--- src/rtl/sync_debounce_edge.sv ---
// rtl/sync_debounce_edge.sv - multi-channel synchronizer, debouncer and edge pulse generator
module sync_debounce_edge #(
   parameter int WIDTH          = 1,
   parameter int SYNC_STAGES    = 2,
   parameter int SAMPLE_CNT_MAX = 2500,
   parameter int PULSE_CNT_MAX  = 200
) (
   input  logic             clk,
   input  logic             rst_n,
   input  logic [WIDTH-1:0] async_signal,
   output logic [WIDTH-1:0] sync_signal,
   output logic [WIDTH-1:0] debounced,
   output logic [WIDTH-1:0] rise_pulse,
   output logic [WIDTH-1:0] fall_pulse
);

   localparam int SCW = (SAMPLE_CNT_MAX > 1) ? $clog2(SAMPLE_CNT_MAX) : 1;
   localparam int PCW = ($clog2(PULSE_CNT_MAX + 1) > 1) ? $clog2(PULSE_CNT_MAX + 1) : 1;
   localparam logic [SCW-1:0] SAMPLE_LAST = SCW'(SAMPLE_CNT_MAX - 1);
   localparam logic [PCW-1:0] PULSE_LAST  = PCW'(PULSE_CNT_MAX - 1);

   logic [WIDTH-1:0] sync_q [SYNC_STAGES];
   logic [SCW-1:0]   sample_cnt_q, sample_cnt_d;
   logic             tick;
   logic [PCW-1:0]   stab_q [WIDTH];
   logic [PCW-1:0]   stab_d [WIDTH];
   logic [WIDTH-1:0] deb_q, deb_d;
   logic [WIDTH-1:0] rise_q, fall_q;

   always_ff @(posedge clk or negedge rst_n) begin
      if (!rst_n) begin
         for (int s = 0; s < SYNC_STAGES; s++) sync_q[s] <= '0;
      end else begin
         sync_q[0] <= async_signal;
         for (int s = 1; s < SYNC_STAGES; s++) sync_q[s] <= sync_q[s-1];
      end
   end

   assign sync_signal = sync_q[SYNC_STAGES-1];

   // One sample tick per SAMPLE_CNT_MAX cycles, shared by every channel
   assign tick         = (sample_cnt_q == SAMPLE_LAST);
   assign sample_cnt_d = tick ? '0 : sample_cnt_q + SCW'(1);

   always_ff @(posedge clk or negedge rst_n) begin
      if (!rst_n) sample_cnt_q <= '0;
      else        sample_cnt_q <= sample_cnt_d;
   end

   // The counter tracks consecutive mismatching ticks; it toggles the level
   // instead of reaching PULSE_CNT_MAX, so it can never wrap.
   always_comb begin
      deb_d = deb_q;
      for (int i = 0; i < WIDTH; i++) begin
         stab_d[i] = stab_q[i];
         if (tick) begin
            if (sync_signal[i] == deb_q[i]) begin
               stab_d[i] = '0;
            end else if (stab_q[i] == PULSE_LAST) begin
               stab_d[i] = '0;
               deb_d[i]  = ~deb_q[i];
            end else begin
               stab_d[i] = stab_q[i] + PCW'(1);
            end
         end
      end
   end

   always_ff @(posedge clk or negedge rst_n) begin
      if (!rst_n) begin
         for (int i = 0; i < WIDTH; i++) stab_q[i] <= '0;
         deb_q  <= '0;
         rise_q <= '0;
         fall_q <= '0;
      end else begin
         for (int i = 0; i < WIDTH; i++) stab_q[i] <= stab_d[i];
         deb_q  <= deb_d;
         rise_q <= deb_d & ~deb_q;
         fall_q <= ~deb_d & deb_q;
      end
   end

   assign debounced  = deb_q;
   assign rise_pulse = rise_q;
   assign fall_pulse = fall_q;

endmodule

--- config.mk ---
export PLATFORM = sky130hd
export DESIGN_NAME = sync_debounce_edge
export DESIGN_NICKNAME = d
export VERILOG_FILES = /design/src/rtl/sync_debounce_edge.sv
export SDC_FILE = /design/constraint.sdc
export NUM_CORES = 1
export LEC_CHECK = 0
export CAP_MARGIN = 10
export CORE_MARGIN = 4
export CORE_UTILIZATION = 25
export DETAILED_ROUTE_END_ITERATION = 6
export PLACE_DENSITY = 0.44
export SLEW_MARGIN = 15
export SYNTH_ARGS = -nofsm -noshare
export SYNTH_HDL_FRONTEND = slang
export SYNTH_SLANG_ARGS = --single-unit
--- constraint.sdc ---
create_clock -name clk -period 2.6 [get_ports clk]
set_input_delay 0.78 -clock clk [delete_from_list [all_inputs] [get_ports clk]]
set_output_delay 0.78 -clock clk [all_outputs]
set_load 0.02 [all_outputs]
Figure 1. Layout detail.
The bar under the picture is 10 um long. Window x 37 to 77, y 0 to 40 um. Cells in gray, sequential cells in the stronger gray; small squares are vias.
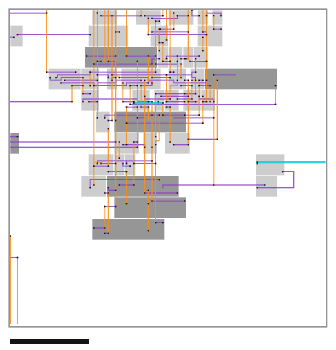
- cyan: metal 3
- purple: metal 1
- orange: metal 2
- cells with their middle in the window: 40
- sequential cells in the window: 6
- netlist names of flops here include: `sample_cnt_q` (6)
- most frequent: xnor2_1 (6), dfrtp_1 (6), nor2_1 (4)

Figure 2. Gate-type map.
The bar under the picture is 20 um long.
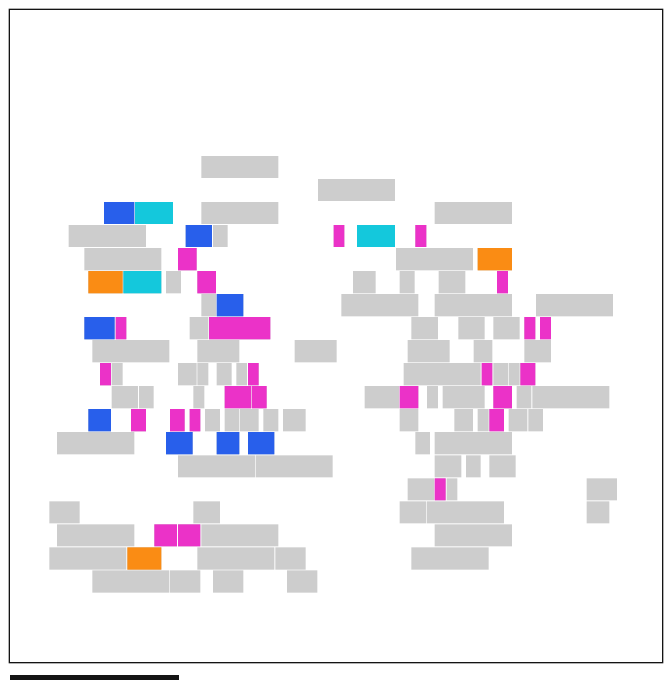
- cyan: fa/ha/maj cells (cells 3; most used ha_1)
- magenta: nor cells (cells 24; most used nor2_1)
- blue: non-inverting ao/oa cells (cells 8; most used a22o_1; where left middle)
- orange: mux cells (cells 3; most used mux2_2)
most frequent logic cell in the layout: dfrtp_1
fraction of area in multi-input gates: 0.3967
Post-Layout Cell Count: 169

==> flow_metrics.env <==
# flow metrics
export IMPL_simple_gate_share=0.2300
export IMPL_fin_area_um2=1356
export IMPL_top_logic_kind="simple AND/OR/NAND/NOR gates"
export IMPL_required_ns=2.75
export IMPL_fmax_mhz=477.7
export IMPL_hold_path_class="flop to flop"
export IMPL_place_area_um2=1311
export IMPL_status="complete, no violations"
export IMPL_maxCapViolCount=0
export IMPL_slew_limit_headroom=0.7350
export IMPL_rsz0062_at_grt="no"
export IMPL_post_cts_buffers=0
export IMPL_powerDensity_nw_per_um2=467.3
export IMPL_cp_num_cells=5
export IMPL_grt_overflow=0
export IMPL_period_needed_ns=2.093
export IMPL_cts_root_buf="clkbuf_8"
export IMPL_seqPwrFrac=0.617
export IMPL_drive_gt1_frac=0.1111
export IMPL_endpoint_kind="flop"
export IMPL_clk_pin_slew_ns=0.08
export IMPL_syn_nets=114
export IMPL_synth_area_per_cell_um2=11.03
export IMPL_warnings=27
export IMPL_worstMarginPinSlew_ns=0.3939
export IMPL_ys_seq_frac=0.5252
export IMPL_synth_cell_types=33
export IMPL_syn_area_um2=1191
export IMPL_max_stage_delay_ns=0.55
export IMPL_finalCritPeriodShare=0.8051
export IMPL_grt_util_all_layers=0.08280
export IMPL_rows=24
export IMPL_startpoint_type="flop"
export IMPL_cts_resized=0
export IMPL_antenna_cells=0
export IMPL_grt_max_degree=26
export IMPL_p_comb_frac=0.028
export IMPL_cp_startpoint="sample_cnt_q[5]"
export IMPL_reg2reg_to="stab_q[4]"
export IMPL_cts_inserted_buffers=3
export IMPL_grt_pass1_vias=840
export IMPL_cp_top_family="simple AND/OR/NAND/NOR gates"
export IMPL_path_max_fanout=10
export IMPL_reg2reg_depth=5
export IMPL_leakage_nw=0.5774
export IMPL_cts_hold_buf=0
export IMPL_synth_flops=25
export IMPL_wl_per_cell_um=13.01
export IMPL_drc=0
export IMPL_reg2reg_from="sample_cnt_q[5]"
export IMPL_area_delta_synth_final_pct=13.87
export IMPL_r2r_slack_ns=0.51
export IMPL_fp_util=0.2662
export IMPL_yosys_area_share_adder=0.03151
export IMPL_cts_buffer_depth=2
export IMPL_fp_dieArea_um2=5933
export IMPL_switchingPower_w=0.0001284
export IMPL_dp_hpwl_um=1593
export IMPL_setup_viol=0
export IMPL_nNetsFinal=124
export IMPL_final_setup_skew_ns=0.002823
export IMPL_worst_endpoint_arrival_ns=2.24
export IMPL_syn_inst=108
export IMPL_post_route_util=0.3031
Figure 3. Met1 routing.
The bar under the picture is 20 um long. Supply wires on this layer in gray.
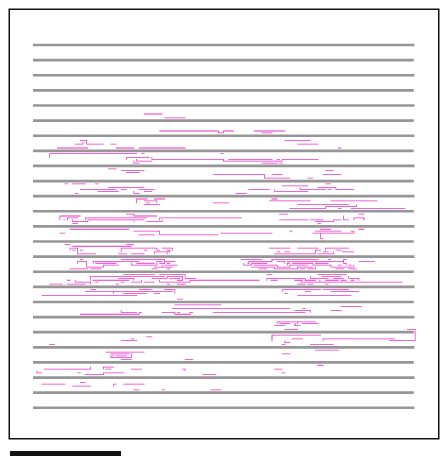
- main direction: horizontal
- nets with wire on the layer: 112
- wire length on this layer: 1030 um
- longest straight run: 21.2 um
met1 usage: 0.1020
Via Count: 813
routed wire length: 2199 um

Figure 4. Supply network.
Pins as bars on the die edge.
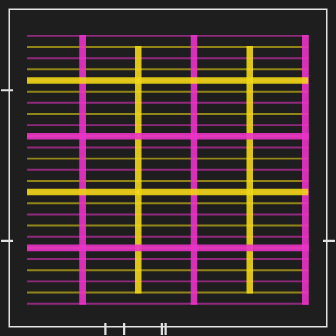
- magenta: VSS
- yellow: VDD
- met4 straps: 5
- met5 straps: 4
- signal pins: 7
- met1 rails: 25
chip width: 77.03 um
core footprint: 4474 um2
Peak VDD IR: 313.0 uV
DIE HEIGHT: 77.03 um

[layout make-up]
cell class	instances	area [um2]
Timing Repair Buffer	8	75.07
Clock buffer	4	45.04
Multi-Input combinational cell	78	538.0
Tap cell	52	65.06
Inverter	2	7.507
Sequential cell	25	625.6
Fill cell	469	3118
[state kept, by name, indices dropped and copies added (netlist names)]
signal / flops
debounced: 1
sync_signal: 1
rise_pulse: 1
stab_q: 8
sample_cnt_q: 12
sync_q: 1
fall_pulse: 1
[routing by layer]
| layer | wire length (um) | track usage | part of all wire |
|---|---|---|---|
| met1 | 1032 | 0.1020 | 0.47 |
| met2 | 1096 | 0.1429 | 0.50 |
| met3 | 52 | 0.02576 | 0.024 |
| met4 | 18 | 0.01601 | 0.0082 |
| met5 | 0 | 0 | 0 |
[synth_stat cells, drive strengths merged]
master	count	share of area
nand2	5	0.016
dfrtp	25	0.53
a22o	5	0.038
o21ai	6	0.025
nand4b	1	0.0074
nand4	2	0.011
nand3	7	0.029
nor2	12	0.051
inv	2	0.0063
a21oi	1	0.0042
nor3b	2	0.013
nor4b	1	0.0074
and2	1	0.0063
nor4	2	0.011
or4	1	0.0095
ha	3	0.032
a21o	2	0.013
a221o	1	0.0084
xnor2	7	0.051
xor2	2	0.015
buf	2	0.014
nor2b	2	0.011
and3	3	0.016
or3	1	0.0053
clkbuf	1	0.0031
nand2b	1	0.0053
o2bb2ai	1	0.0074
nor3	5	0.021
mux2	3	0.028
or4b	1	0.012
[how the worst min path moves through the flow]
stage          startpoint     endpoint  slack [ns]  depth (start not counted)
6_report        sync_q[1]  sync_signal        0.36                          0
5_1_grt         sync_q[1]  sync_signal        0.38                          0
4_1_cts         sync_q[1]  sync_signal        0.37                          0
3_5_place_dp    sync_q[1]  sync_signal        0.35                          0
3_3_place_gp    sync_q[1]  sync_signal        0.34                          0
2_1_floorplan   sync_q[1]  sync_signal        0.33                          0
[logic make-up (layout without fill, tap and decap cells)]
kind of cell / Yosys count / count (layout)
buffers and inverters: 5 / 14
adder cells (fa/ha/maj): 3 / 3
multiplexers: 3 / 3
XOR/XNOR: 9 / 9
flip-flops: 25 / 25
AND-OR/OR-AND: 16 / 16
AND/OR/NAND/NOR: 47 / 47
[power groups by stage]
stage	Combinational (W)	Clock (W)	Sequential, W
final	0.0000179	0.000225	0.000391
after global routing	0.0000205	0.000257	0.000392
after CTS	0.0000189	0.000239	0.000391
after detailed placement	0.0000188	0	0.000399
after global placement	0.0000186	0	0.000399
after floorplan	0.00000324	0	0.000400
[through the flow]
stage / total power [W] / setup slack, ns / cells
finish: 0.0006338 / 0.5068 / 169
floorplan: 0.0004031 / 0.5635 / 108
detailed placement: 0.0004177 / 0.4940 / 165
CTS: 0.0006495 / 0.4692 / 169
global placement: 0.0004175 / 0.5365 / 165
global route: 0.0006694 / 0.3494 / 169
No activity file was given, so power comes from the tool's default toggle rates.
